`src/rtl/reset_seq_pkg.sv`:
```
// Shared types and constants for the staged reset sequencer.
// RESET_SEQ_REVERSE_ASSERT_EN adds the DRAIN state for ordered teardown.
package reset_seq_pkg;

   localparam int TIMER_W = 8;
   localparam int STAGE_W = 3;

   localparam int DEF_NUM_STAGES    = 3;
   localparam int DEF_ASSERT_CYCLES = 4;
   localparam int DEF_STAGE_DELAY   = 2;

   typedef enum logic [1:0] {
      HOLD    = 2'd0,
      RELEASE = 2'd1,
      DONE    = 2'd2
`ifdef RESET_SEQ_REVERSE_ASSERT_EN
      ,
      DRAIN   = 2'd3
`endif
   } state_t;

endpackage

```
`src/rtl/reset_seq_timer.sv`:
```
// Loadable 8-bit down-counter that stops at zero.
// Reports zero so the sequencer can time holds and stage gaps.
module reset_seq_timer
   import reset_seq_pkg::*;
(
   input  logic               clk,
   input  logic               sync_reset_n,
   input  logic               load,
   input  logic [TIMER_W-1:0] value,
   output logic               zero
);

   logic [TIMER_W-1:0] count;

   always_ff @(posedge clk) begin
      if (!sync_reset_n) begin
         count <= '0;
      end else if (load) begin
         count <= value;
      end else if (count != '0) begin
         count <= count - 1'b1;
      end
   end

   assign zero = (count == '0);

endmodule

```
`src/rtl/reset_sequencer.sv`:
```
// Staged reset release with software-requested re-sequencing.
// RESET_SEQ_REVERSE_ASSERT_EN: tear stages down highest-first via DRAIN.
module reset_sequencer
   import reset_seq_pkg::*;
#(
   parameter int NUM_STAGES    = DEF_NUM_STAGES,
   parameter int ASSERT_CYCLES = DEF_ASSERT_CYCLES,
   parameter int STAGE_DELAY   = DEF_STAGE_DELAY
) (
   input  logic                  clk,
   input  logic                  sync_reset_n,
   input  logic                  sw_reset_req,
   output logic                  sw_reset_ack,
   output logic [NUM_STAGES-1:0] rst_out_n,
   output logic                  ready
);

   localparam logic [STAGE_W-1:0] LAST    = STAGE_W'(NUM_STAGES - 1);
   localparam logic [TIMER_W-1:0] HOLD_LD = TIMER_W'(ASSERT_CYCLES - 1);
   localparam logic [TIMER_W-1:0] STEP_LD = TIMER_W'(STAGE_DELAY - 1);

   state_t                 state_q, state_d;
   logic [STAGE_W-1:0]     stage_q, stage_d;
   logic [NUM_STAGES-1:0]  rst_q, rst_d;
   logic                   ready_q, ready_d;
   logic                   ack_q, ack_d;
   logic                   armed_q, armed_d;
   logic                   load;
   logic [TIMER_W-1:0]     value;
   logic                   zero;

   reset_seq_timer u_timer (
      .clk          (clk),
      .sync_reset_n (sync_reset_n),
      .load         (load),
      .value        (value),
      .zero         (zero)
   );

   always_ff @(posedge clk) begin
      if (!sync_reset_n) begin
         state_q <= HOLD;
         stage_q <= '0;
         rst_q   <= '0;
         ready_q <= 1'b0;
         ack_q   <= 1'b0;
         armed_q <= 1'b0;
      end else begin
         state_q <= state_d;
         stage_q <= stage_d;
         rst_q   <= rst_d;
         ready_q <= ready_d;
         ack_q   <= ack_d;
         armed_q <= armed_d;
      end
   end

   always_comb begin
      state_d = state_q;
      stage_d = stage_q;
      rst_d   = rst_q;
      ready_d = ready_q;
      ack_d   = 1'b0;
      armed_d = armed_q;
      load    = 1'b0;
      value   = '0;
      case (state_q)
         HOLD: begin
            // first cycle out of reset starts the hold window
            if (!armed_q) begin
               armed_d = 1'b1;
               load    = 1'b1;
               value   = HOLD_LD;
            end else if (zero) begin
               rst_d[0] = 1'b1;
               state_d  = RELEASE;
               load     = 1'b1;
               if (NUM_STAGES == 1) begin
                  stage_d = '0;
                  value   = '0;
               end else begin
                  stage_d = STAGE_W'(1);
                  value   = STEP_LD;
               end
            end
         end
         RELEASE: begin
            if (zero) begin
               if (rst_q[NUM_STAGES-1]) begin
                  state_d = DONE;
                  ready_d = 1'b1;
               end else begin
                  for (int i = 0; i < NUM_STAGES; i++) begin
                     if (stage_q == STAGE_W'(i)) rst_d[i] = 1'b1;
                  end
                  load = 1'b1;
                  // last stage: one extra cycle before ready
                  if (stage_q == LAST) begin
                     value = '0;
                  end else begin
                     stage_d = stage_q + 1'b1;
                     value   = STEP_LD;
                  end
               end
            end
         end
         DONE: begin
            if (sw_reset_req) begin
               ack_d   = 1'b1;
               ready_d = 1'b0;
               load    = 1'b1;
`ifdef RESET_SEQ_REVERSE_ASSERT_EN
               rst_d[NUM_STAGES-1] = 1'b0;
               if (NUM_STAGES == 1) begin
                  state_d = HOLD;
                  stage_d = '0;
                  value   = HOLD_LD;
               end else begin
                  state_d = DRAIN;
                  stage_d = LAST;
                  value   = STEP_LD;
               end
`else
               rst_d   = '0;
               state_d = HOLD;
               stage_d = '0;
               value   = HOLD_LD;
`endif
            end
         end
`ifdef RESET_SEQ_REVERSE_ASSERT_EN
         DRAIN: begin
            if (zero) begin
               stage_d = stage_q - 1'b1;
               for (int i = 0; i < NUM_STAGES; i++) begin
                  if (stage_d == STAGE_W'(i)) rst_d[i] = 1'b0;
               end
               load = 1'b1;
               if (stage_d == '0) begin
                  state_d = HOLD;
                  value   = HOLD_LD;
               end else begin
                  value = STEP_LD;
               end
            end
         end
`endif
         default: begin
            state_d = HOLD;
         end
      endcase
   end

   assign sw_reset_ack = ack_q;
   assign rst_out_n    = rst_q;
   assign ready        = ready_q;

endmodule

```
`config.mk`:
```
export PLATFORM = sky130hd
export DESIGN_NAME = reset_sequencer
export DESIGN_NICKNAME = d
export VERILOG_FILES = /design/src/rtl/reset_seq_pkg.sv /design/src/rtl/reset_seq_timer.sv /design/src/rtl/reset_sequencer.sv
export SDC_FILE = /design/constraint.sdc
export NUM_CORES = 1
export LEC_CHECK = 0
export CELL_PAD_IN_SITES_DETAIL_PLACEMENT = 0
export CELL_PAD_IN_SITES_GLOBAL_PLACEMENT = 1
export CORE_MARGIN = 10
export CORE_UTILIZATION = 39
export DETAILED_ROUTE_END_ITERATION = 10
export PLACE_DENSITY_LB_ADDON = 0.1
export SETUP_SLACK_MARGIN = 0.4
export SLEW_MARGIN = 20
export SYNTH_ARGS = -nofsm -noshare
export SYNTH_HDL_FRONTEND = slang
export SYNTH_HIERARCHICAL = 1
export SYNTH_SLANG_ARGS = --single-unit
```
`constraint.sdc`:
```
create_clock -name clk -period 2.04 [get_ports clk]
set_input_delay 0.306 -clock clk [delete_from_list [all_inputs] [get_ports clk]]
set_output_delay 0.306 -clock clk [all_outputs]
set_load 0.01 [all_outputs]
```
==> results.ini <==
[outcome]
status=finished, final reports clean

[die]
n_tap_cell=33
io_pins=8
fp.dieW_um=75.6
core.rowCount=20
fp_util_pct=40.2
die-area_mm2=0.00572
core_area_mm2=0.00300

[final_layout]
flop-count=19
seq_area_share_pct=24.5
nFillCells=298
instances_no_fill=203
syn_to_final_growth_pct=32.5
comb_area_share_pct=56.6
dominant_cells=logic gates
num_antenna_cells=0
drive_gt1_share_pct=33.5
clkCellAreaFrac_pct=1.64
largest_register_ffs=8
mostFrequentLayoutCells=16 x buf_4, 12 x nor2_1, 12 x dfxtp_1
inverters=10
nNetsFinal=184
fin_area_mm2=0.00160
combGateArea_um2=906
non_clock_buffer_count=23
final_core_util_pct=53.3
nMultiInputCombCells=114
buffer_area_share_pct=11.9

[drt]
route.met3.wl_um=44
wl_met1_um=1270
post_drt_wl_per_cell_um=14.3
wl_met2_um=1580
drt_first_pass_iters=4
drcViolationCount=0
postRouteAntennaNets=0
drt_iter0_drc=57
wl_um=2910

[synthesis]
yosysSeqAreaShare_pct=31.5
yosys_cells=142
most_common_cell=dfxtp_1
ys_types=41
top_cells_by_area=dfxtp_1 32%, ha_1 10%, nor2_1 3.7%, nand2b_1 3.6%, a21oi_1 3.3%
synth_async_sr_flop_share_pct=0
largest_area_cell=dfxtp_1
ys.flop_type=dfxtp_1
synthXorXnorAreaFrac_pct=2.90
adder_share_pct=10.4
synth-edff-count=0
avgSynthCellArea_um2=8.50
yosys.area_share.simple_pct=27.7
logic_family=simple AND/OR/NAND/NOR gates
postSynthCellCount=142
ys_sh_mux_pct=3.42

[setup_path]
cp-start-kind=flip-flop
worstSetupStartpoint=u_timer/count[2]$_SDFFE_PN0P_
crit_chain=nor4_4 -> and4bb_2 -> nand2b_4 -> nand4_1 -> or3_1 -> o22ai_1
end_kind=flip-flop
slowest_stage=or3_1
crit_end=stage_q[1]$_SDFFE_PN0P_
crit_cells=6
path_buffers=0
cp.arrival_ns=2.22
crit_type=flip-flop to flip-flop
slowest_delay_ns=0.41

[placement]
portBuffers=7
hpwl_um=2110
placed_area_mm2=0.00142
gp_congestion=0.811

[clock_tree]
clock_latency_ns=0.30
cts_resized=11
cts_buffer_depth=2
cts_tree=done
postCtsSetupBuffers=6
clk_pin_slew_ns=0.11

[timing]
slew_violations=0
rsz0062_at_grt=true
fmax_mhz=502
hold_slack_ns=0.470
setup-tns-final_ns=0
hold_violations=0
min_period_ns=1.99
finalClockSkew_ns=0.00143
fin_ws_ns=0.0484

[grt]
overflow=0
use_met3_pct=1.95
use_met1_pct=11.2
grt_pass1_wl_um=4710
grt_max_degree=15
grtUsageTotal_pct=10.7
antenna_found_initial=0
grt_pass1_vias=1069

[power_and_ir_drop]
p_switching_mw=0.924
p_leak_nw=0.625
clockPowerShare_pct=9.0
maxPowerGroup=combinational cells
comb_cell_power_mw=1.41
p_comb_share_pct=64.3
power.internal_mw=1.26
total_power_mw=2.19

[hold_path]
hp-class=flip-flop to flip-flop
min_path_cells=2
hold_path.startpoint=rst_out_n[0]$_SDFFE_PN0P_

### Signal wires on met2

The bar under the picture is 20 um long.
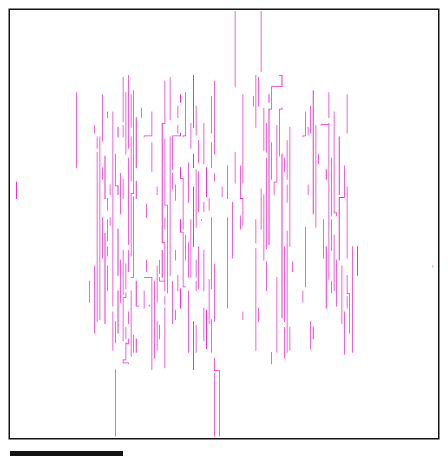
The layer carries 1580 um of wire. The wires run mostly vertical.

### I/O nets highlighted

The bar under the picture is 20 um long.
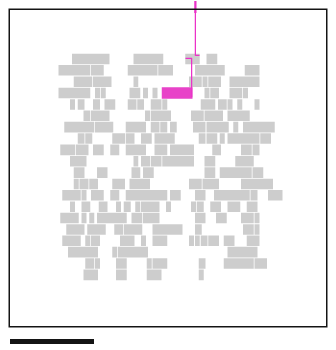
Key: sw_reset_ack = magenta [bits 1, direction output, end cells 1, wire 22.1 um]

